[src/rtl/tick_counter.sv]
// Programmable prescaler tick generator driving an up/down/bounce/hold counter.
// Define TICK_COUNTER_BOUNCE_EN to build bounce mode; otherwise mode 2'b10 holds.
module tick_counter #(
    parameter int unsigned DIV_BITS = 25,
    parameter int unsigned WIDTH    = 4
) (
    input  logic                clkin,
    input  logic                rstn,
    input  logic                en,
    input  logic [DIV_BITS-1:0] div,
    input  logic [1:0]          mode,
    input  logic                saturate,
    input  logic                load,
    input  logic [WIDTH-1:0]    load_val,
    output logic [WIDTH-1:0]    count,
    output logic                tick,
    output logic                wrap
);

    localparam logic [WIDTH-1:0] CNT_MAX   = '1;
    localparam logic [WIDTH-1:0] CNT_ZERO  = '0;
    localparam logic [1:0]       MODE_UP   = 2'b00;
    localparam logic [1:0]       MODE_DOWN = 2'b01;

    logic [DIV_BITS-1:0] psc;
    logic [DIV_BITS-1:0] div_eff;
    logic [DIV_BITS-1:0] psc_last;
    logic                terminal;
    logic [WIDTH-1:0]    step_count;
    logic                step_wrap;

    // A divisor of zero behaves as one; >= keeps a shrinking divisor from overrunning.
    assign div_eff  = (div == '0) ? DIV_BITS'(1) : div;
    assign psc_last = div_eff - DIV_BITS'(1);
    assign terminal = en && (psc >= psc_last);

`ifdef TICK_COUNTER_BOUNCE_EN
    localparam logic [1:0] MODE_BOUNCE = 2'b10;

    logic             dir_down;
    logic             going_down;
    logic [WIDTH-1:0] bounce_count;
    logic             bounce_wrap;

    // Boundaries force the direction so entry at MAX heads down and at 0 heads up.
    always_comb begin
        going_down   = (count == CNT_MAX) || ((count != CNT_ZERO) && dir_down);
        bounce_count = going_down ? (count - WIDTH'(1)) : (count + WIDTH'(1));
        bounce_wrap  = going_down ? (bounce_count == CNT_ZERO)
                                  : (bounce_count == CNT_MAX);
    end

    // Direction returns to up whenever another mode steps, so re-entry resumes upward.
    always_ff @(posedge clkin or negedge rstn) begin
        if (!rstn) begin
            dir_down <= 1'b0;
        end else if (load) begin
            dir_down <= 1'b0;
        end else if (terminal) begin
            if (mode == MODE_BOUNCE) begin
                dir_down <= going_down ^ bounce_wrap;
            end else begin
                dir_down <= 1'b0;
            end
        end
    end
`endif

    // Value and wrap flag the counter takes on the next terminal edge.
    always_comb begin
        step_count = count;
        step_wrap  = 1'b0;
        case (mode)
            MODE_UP: begin
                if (count == CNT_MAX) begin
                    step_wrap  = 1'b1;
                    step_count = saturate ? CNT_MAX : CNT_ZERO;
                end else begin
                    step_count = count + WIDTH'(1);
                end
            end
            MODE_DOWN: begin
                if (count == CNT_ZERO) begin
                    step_wrap  = 1'b1;
                    step_count = saturate ? CNT_ZERO : CNT_MAX;
                end else begin
                    step_count = count - WIDTH'(1);
                end
            end
`ifdef TICK_COUNTER_BOUNCE_EN
            MODE_BOUNCE: begin
                step_count = bounce_count;
                step_wrap  = bounce_wrap;
            end
`endif
            default: begin
                step_count = count;
                step_wrap  = 1'b0;
            end
        endcase
    end

    // Prescaler, counter and pulse outputs; load outranks everything but reset.
    always_ff @(posedge clkin or negedge rstn) begin
        if (!rstn) begin
            psc   <= '0;
            count <= '0;
            tick  <= 1'b0;
            wrap  <= 1'b0;
        end else if (load) begin
            psc   <= '0;
            count <= load_val;
            tick  <= 1'b0;
            wrap  <= 1'b0;
        end else if (terminal) begin
            psc   <= '0;
            count <= step_count;
            tick  <= 1'b1;
            wrap  <= step_wrap;
        end else begin
            if (en) begin
                psc <= psc + DIV_BITS'(1);
            end
            tick <= 1'b0;
            wrap <= 1'b0;
        end
    end

endmodule
[config.mk]
export PLATFORM = sky130hd
export DESIGN_NAME = tick_counter
export DESIGN_NICKNAME = d
export VERILOG_FILES = /design/src/rtl/tick_counter.sv
export SDC_FILE = /design/constraint.sdc
export NUM_CORES = 1
export LEC_CHECK = 0
export CELL_PAD_IN_SITES_DETAIL_PLACEMENT = 0
export CELL_PAD_IN_SITES_GLOBAL_PLACEMENT = 2
export CORE_MARGIN = 10
export CORE_UTILIZATION = 36
export DETAILED_ROUTE_END_ITERATION = 8
export PLACE_DENSITY_LB_ADDON = 0.25
export SLEW_MARGIN = 40
export SYNTH_ARGS = -nofsm -noshare
export SYNTH_HDL_FRONTEND = slang
export SYNTH_SLANG_ARGS = --single-unit
[constraint.sdc]
create_clock -name clkin -period 4.8 [get_ports clkin]
set_input_delay 0.48 -clock clkin [delete_from_list [all_inputs] [get_ports clkin]]
set_output_delay 0.48 -clock clkin [all_outputs]
set_load 0.05 [all_outputs]
Sequential cells grouped by signal name:
Other sequential cells in the stronger gray, the rest of the logic in the fainter gray.
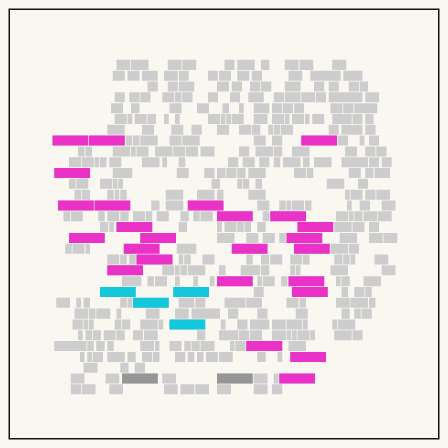
- magenta: psc (placed flops 25)
- cyan: count (placed flops 4)
- not colored: 2

Clock wiring as the flow saved it:
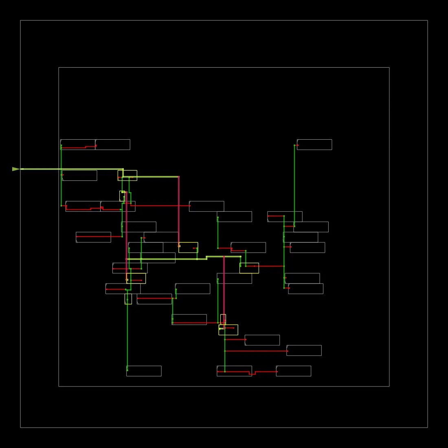
final setup skew: 0.00907 ns
Clk Latency, worst-skew pair: 0.29 ns

Gate-type map:
The bar under the picture is 20 um long.
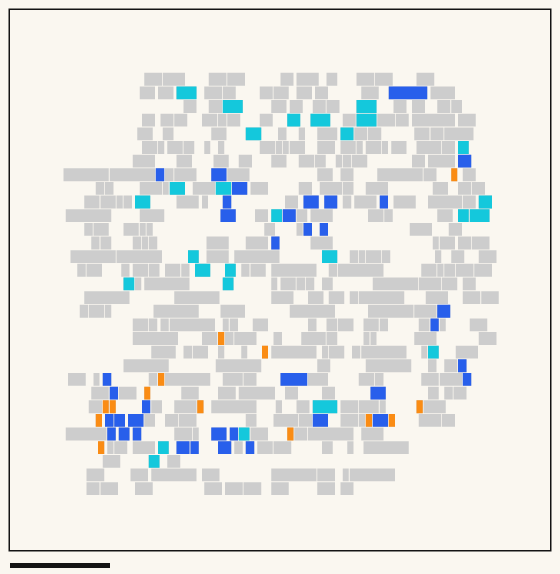
- blue: inverting AOI/OAI gates (cells 37)
- orange: inverters (cells 14)
- cyan: AND and OR gates (cells 27)

I/O pins on the die edge:
Pins as bars across the die edge, other pins in gray.
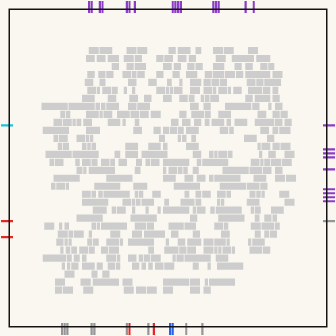
- purple: div (pins 25; direction input; edge 16 top, 9 right)
- red: load_val (pins 4; direction input; edge 2 bottom, 2 left)
- blue: mode (pins 2; direction input; edge bottom)
- cyan: clkin (pins 1; direction input; edge left)
- all pins by edge: 16 top, 13 bottom, 10 right, 3 left

Metal layers overlaid:
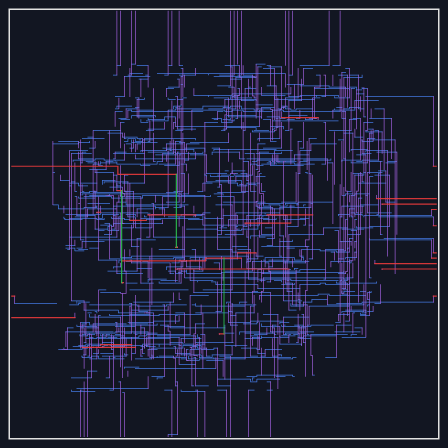
- purple: metal 2 (wire length 3,730 um)
- red: metal 3 (wire length 260 um)
- blue: metal 1 (wire length 3,550 um)
- green: metal 4 (wire length 60.5 um)
Avg WL per Cell: 15.2 um
via count: 2,556
Routed WL: 7600 um
gr usage total: 0.139

==> CHANGELOG.md <==
### Changed

* Row count at 31
* Combinational gates at ~260
* Post-Syn Nets at roughly 380
* Non-clock buffer count at between 90 and 100
* Ports at roughly 42
* And+or+nand+nor area frac at 0.265
* R2R Path End: psc[0]$_DFFE_PN0P_
* Worst path buffer plus inverter count at 3
* CTS Root Cell: clkbuf_8
* Synth Seq Share at 0.281
* Max Cap Viol at 0
* Ys cells at ~310
* Hold buffers post-CTS at 0
* Synth Warn # at 0
* Register area at between 700 and 800 um^2
* Core utilization before placement at 0.375
* DR iter-0 viols at 107
* WHS at 0.597 ns
* Worst endpoint data arrival time at roughly 4.8 ns
* Vias in the first global route at ~2,700
* GP Congestion at approximately 0.86
* M3 GR Usage at 0.0234
* Synth cell count leaders: 31 x dfrtp_1, 29 x ha_1, 29 x nor3_1
* Max Clock Freq at around 0.22 GHz
* CORE AREA at ~0.0074 mm^2
* Clock Tree Buf Depth at 2
* Layout clock buffer count at 7
* Status: completed
* Rel. slew slack at 0.648
* Compound Share, Synth at 0.116
* I/O Buffers at roughly 41
* Signal buf overhead at 0.209
* Main logic family after synthesis: simple AND/OR/NAND/NOR gates
* Critical Path Sink: psc[0]$_DFFE_PN0P_
* Int Pwr at 0.481 mW
* Register clock-pin slew on the reported worst setup and hold paths at roughly 0.070 ns
* Synth Flop Type: dfrtp_1
* Final Max Slew Viols at 0
* Detailed Routing Iterations Pass 1 at 4
* Grt total ovfl at 0
* Slowest-stage cell, CP: or4_4
* Clk power at about 0.20 mW
* Top cell excl fill/tap: buf_4
* Top flop regs: psc x25, count x4
* DIE WIDTH at roughly 110 um
* Sw Ratio at 0.324
* Synth-to-Final Area Change at 38.6%
* Met2 usage at 0.233
* Vias per Instance at approximately 5.1
* Unique cell type count in the Yosys netlist at between 50 and 60
* Share of post-route cells with drive strength above 1 at 0.204
* Initial antenna violation count at 0
* Post-CTS Resized at 13
* FFs w/ async S/R, synth at 1.00
* Hold WC Path Type: primary input to async pin
* Crit path DRT at roughly 5.0 ns
* RR Startpoint: psc[10]$_DFFE_PN0P_
* Most flop-heavy register: psc
* Worst setup EP type: flop
* Reg2Reg Depth at 8
* Non-filler instance count after layout at roughly 500
* Top sig layer: met4
* MI comb area at around 0.002 mm^2
* Post-synth regs at 31
Power is estimated from default activity; no workload was simulated.
